Run 1, power grid:
Pins as bars on the die edge. Tap cells in gray.
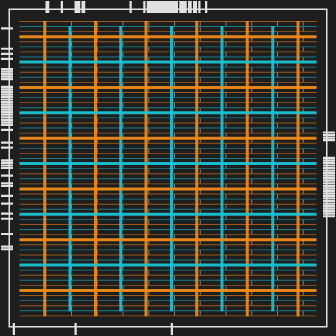
Run 1, placement by cell class:
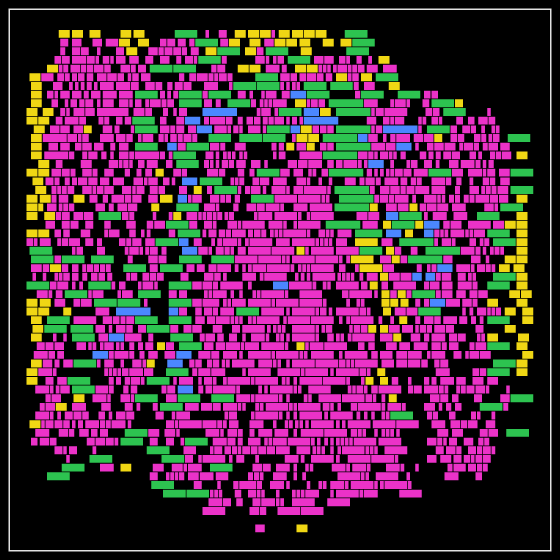
Run 1, clock distribution:
Scale bar: 50 um.
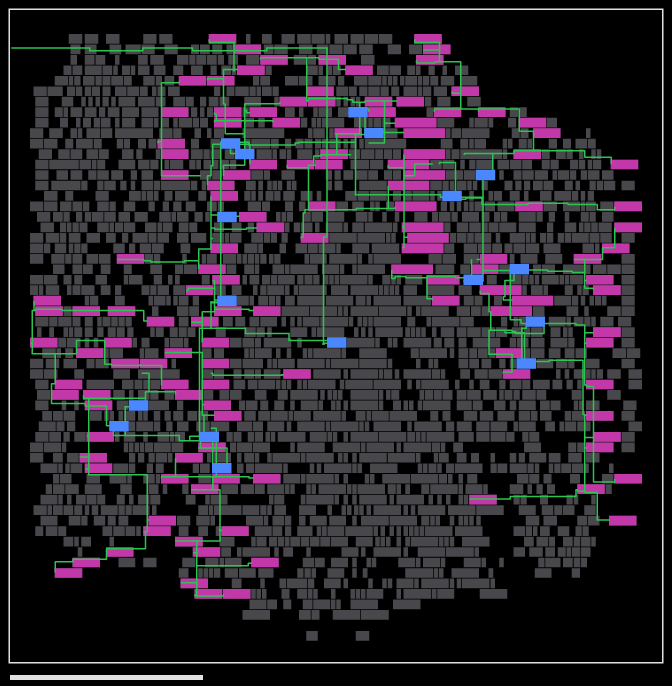
Design perceptron_trainer_n, sky130hd; sources not shown.
==> results_dict.tcl, run 1 <==
# flow metrics
set metrics [dict create \
    vias_per_cell 5.97 \
    ys_cells 1702 \
    worstPathRequired_ns 6.47 \
    async_flop_share 0 \
    ys.flop_type "dfxtp_1" \
    syn_to_final_growth_pct 14.5 \
    path_cells "buf_4 > mux2i_1 > buf_12 > or2_2 > fa_1 > fa_1 > inv_1 > fa_1 > inv_1 > fa_1 > inv_1 > ha_1 > o21ai_0 > a21oi_2 > o221a_2 > o2111ai_1 > a31o_2 > a21oi_1 > a31oi_1 > xnor2_1 > a221oi_1" \
    yosysTopAreaCellShare 0.168 \
    start_kind "register" \
    grt_antenna_before_repair 0 \
    place_inst 2110 \
    critical-path-top-delay-family "adder cells" \
    cts_max_level 4 \
    tightest_slew_ns 1.18 \
    yosys-top-cells-area "dfxtp_1 17%, fa_1 15%, ha_1 9.2%, inv_1 5.4%, nor2_1 4.6%" \
    power.leakage_nw 7.07 \
    synth_cells 1702 \
    numSynthFlops 133 \
    status "complete, no violations" \
    routed_wl_mm 37.8 \
    place_ws_ns 0.00591 \
    layout.nets 2064 \
    drt-pass1-iter-count 7 \
    cts-root-buf "clkbuf_8" \
    slew_headroom 0.200 \
    yosysWarnings 0 \
    wl_per_cell_um 17.6 \
    largest_register_ffs 32 \
    reg2regPathDepth 21 \
    criticalPathCategory "register to register" \
    clk_pin_slew_worst_paths_ns 0.08 \
    edf_count 14 \
    endpoint_kind "register" \
    yosys.area.top_type "dfxtp_1" \
    detail_route.iter0.violations 859 \
    finalSetupViolCount 0 \
    synth_cell_type_count 76 \
    cp_common_cell "fa_1" \
    period_used_share 0.948 \
    tns_ns 0 \
    final_cell_count_no_fill 2144 \
    reg2reg_slack_ns 0.32 \
    grt_usage 0.265 \
]
-- 'power grid' (at the start) --
| color | net |
|---|---|
| orange | VSS |
| cyan | VDD |
tap cells: 330
met5 straps: 11
Die H: 169 um
maximum vdd drop: 0.117 mV

-- 'placement by cell class' (at the start) --
| color | class | cells |
|---|---|---|
| yellow | remaining buffers and delay cells | 150 |
| magenta | remaining logic cells | 1499 |
| green | registers | 133 |
| blue | clock drivers and dummy loads | 32 |
Core Footprint: 0.0251 sq mm
Rows: 58
final non-filler cell area: 0.0163 sq mm
fin util: 0.648
Seq area share: 0.172

-- 'clock distribution' (at the start) --
[green] clock wires | length: 2000 um
[magenta] flip-flops | count: 133
[blue] clock-net drivers | count: 17
routed clock nets: 18
flops lie: all over the die
Worst-Skew Late Latency: 0.47 ns
Clk power: 0.000867 W
Clk pwr share: 0.301

[run 1: cell usage in the layout, fill, tap and decap left out, types with 15 or more instances in the layout]
cell type	count
nand2_1	96
and3_1	17
a221o_1	15
nand2b_1	39
nor2_1	175
xnor2_1	67
buf_4	37
nand4_1	20
o21ai_0	43
dfxtp_1	118
nor4_1	17
a21o_1	25
fa_1	106
clkbuf_8	18
and2_1	27
nor2b_1	18
inv_1	204
nand3_1	29
xor2_1	37
nor3_1	49
o31ai_1	19
clkdlybuf4s50_1	108
a211oi_1	32
ha_1	104
a21oi_1	84
mux2i_1	52
or4_1	19
[run 1: layer usage]
| metal | vias up | track usage | wire length [um] |
|---|---|---|---|
| li1 | 6121 | - | - |
| met4 | 0 | 0.0868 | 963 |
| met5 | - | 0 | 0 |
| met3 | 74 | 0.0447 | 2370 |
| met2 | 458 | 0.451 | 18100 |
| met1 | 6140 | 0.345 | 16400 |
[run 1: cell families after synthesis]
logic type,after synthesis,share of synthesized area
xor+xnor,104,0.0641
compound gates,339,0.164
simple gates,576,0.212
fa+ha+maj,210,0.241
mux,66,0.0475
buf+inv,274,0.0743
flops,133,0.197
[run 1: cell type report]
cell class | instances | area, sq um | share of cell area
sequential | 133 | 2810 | 0.172
clock inverter | 14 | 210 | 0.0129
inverter | 204 | 766 | 0.0471
multi-input combinational | 1295 | 10400 | 0.639
clock buffer | 18 | 248 | 0.0152
timing repair buffer | 150 | 1440 | 0.0882
tap | 330 | 413 | 0.0254
[run 1: power breakdown]
group          switching (W)  internal, W
Sequential         0.0000450     0.000907
Clock               0.000405     0.000462
Combinational       0.000630     0.000428
Run 1, signal wires by layer:
Scale bar: 50 um.
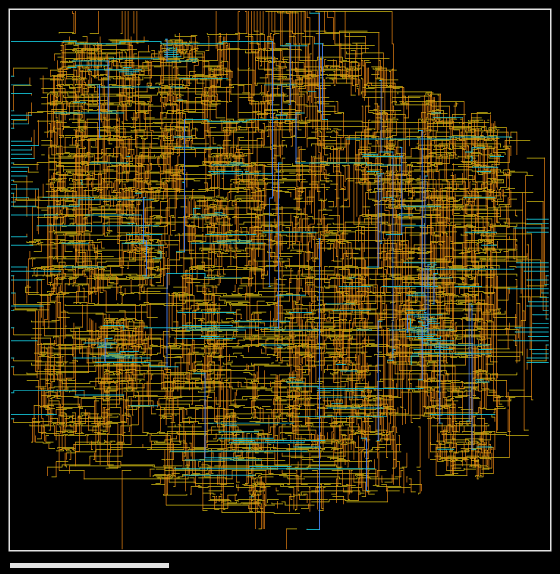

--- run 2 (diff from run 1) ---
- CAP_MARGIN: 10 -> 25
- CORE_UTILIZATION: 56 -> 60
- PLACE_DENSITY: 0.8 -> 0.82
- clock period: 6.2 -> 5.77 ns (I/O delays scaled with it)
Run 2, signal wires by layer:
Scale bar: 50 um.
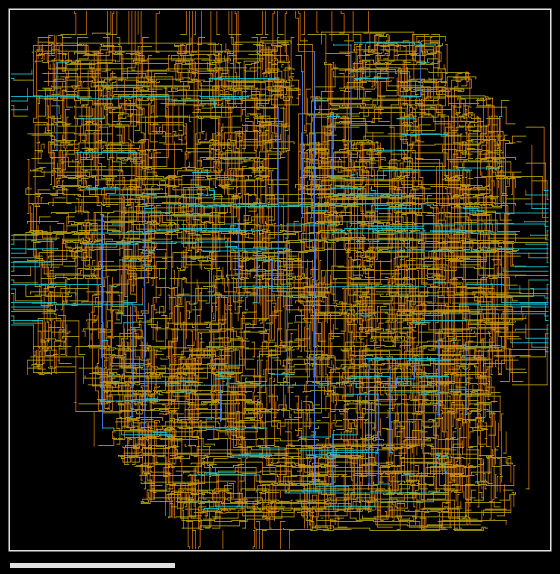
| color | layer | wire length |
|---|---|---|
| blue | M4 | 1100 um |
| cyan | M3 | 2600 um |
| orange | M2 | 19300 um |
| yellow | M1 | 16400 um |
DR vias: 13100
wire per inst: 18.0 um
All-Layer GR Usage: 0.292
final wirelength: 39.4 mm

==> run 2 against run 1 <==
Effect of this change:
- fmax grew 2.3%
- clock power down 1%
- sequential power rose by 7%
- count of clock-buffer cells in the layout unchanged
- register-to-register slack got worse by 0.30 ns
- total power increased by 7.3%
- synthesized cell count unchanged
- design area grew 2.8%
- combinational power grew about 10%
- critical path depth did not move
- sequential share of layout area fell by 0.47 points
- critical endpoint is now acc[22]
==> results_dict.tcl, run 2 <==
# flow metrics
set metrics [dict create \
    mostFrequentLayoutCell "inv_1" \
    vias_per_cell 6.01 \
    final_cell_count_no_fill 2186 \
    criticalPathCategory "register to register" \
    status "complete, no violations" \
    start_kind "register" \
    p_sw_w 0.00123 \
    endpoint_kind "register" \
    detail_route.iter0.violations 1026 \
    intPower_w 0.00185 \
    clk_pin_slew_worst_paths_ns 0.10 \
    synth-adder-area-share 0.241 \
    slew_headroom 0.308 \
    grt_antenna_before_repair 0 \
    largest_register_ffs 32 \
    logic_family "adder cells" \
    top_layer_used "met4" \
    cts_max_level 4 \
    async_flop_share 0 \
    tightest_slew_ns 1.02 \
    reg2reg_slack_ns 0.02 \
    period_used_share 0.996 \
    yosysTopAreaCellShare 0.168 \
    rows 56 \
    place_inst 2151 \
    xor_share 0.0641 \
    power_frac_seq 0.330 \
    yosys.area.top_type "dfxtp_1" \
]
Run 2, power grid:
Pins as bars on the die edge. Tap cells in gray.
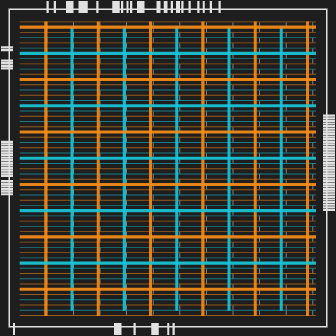
| color | net |
|---|---|
| orange | VSS |
| cyan | VDD |
met1 rails: 57
met4 straps: 11
met5 straps: 11
Die W: 164 um
maximum vdd drop: 0.213 mV
Die H: 164 um
Core Footprint: 0.0234 sq mm

==> run 2: cell count changes in the layout (fill, tap and decap cells not counted), moves of 3 or more <==
cell	previous run	this run
buf_4	37	87
bufinv_16	4	1
ha_2	0	3
clkinv_4	3	0
mux2i_1	52	46
inv_8	1	5
ha_1	104	100
mux2i_2	2	8
buf_6	1	4
dfxtp_2	0	3
==> run 2: cell type report <==
class | instances | area (sq um) | area share
repair buffers | 203 | 1830 | 0.109
flip-flops and latches | 133 | 2810 | 0.168
well taps | 319 | 399 | 0.0239
inverters | 204 | 766 | 0.0458
multi-input cells | 1295 | 10500 | 0.629
clock inverters | 14 | 161 | 0.00965
clock buffers | 18 | 248 | 0.0148
==> run 2: cell families (layout without fill, tap and decap cells) <==
kind of cell	Yosys count	in the layout
AND-OR/OR-AND	339	339
XOR/XNOR	104	104
adder cells (fa/ha/maj)	210	210
buffers and inverters	274	439
flip-flops	133	133
multiplexers	66	66
AND/OR/NAND/NOR	576	576
==> run 2: metrics by stage <==
step / setup slack, ns / hold WS (ns) / instance area [sq um] / setup TNS, ns
detailed placement: 0.0346 / 0.384 / 16100 / 0
finish: 0.0212 / 0.404 / 16700 / 0
global placement: 0.0737 / 0.369 / 16100 / 0
CTS: -0.0365 / 0.401 / 16600 / -0.0581
global route: -0.104 / 0.433 / 16700 / -0.315
floorplan: 0.00497 / 0.354 / 14200 / 0
==> run 2: power groups by stage <==
stage / registers (W) / logic (W) / clock network (W)
after global routing: 0.00102 / 0.00134 / 0.000903
after CTS: 0.00102 / 0.00117 / 0.000854
final: 0.00102 / 0.00121 / 0.000854
after global placement: 0.00104 / 0.00111 / 0
after detailed placement: 0.00104 / 0.00115 / 0
after floorplan: 0.00102 / 0.000826 / 0
No activity file was given, so power comes from the tool's default toggle rates.
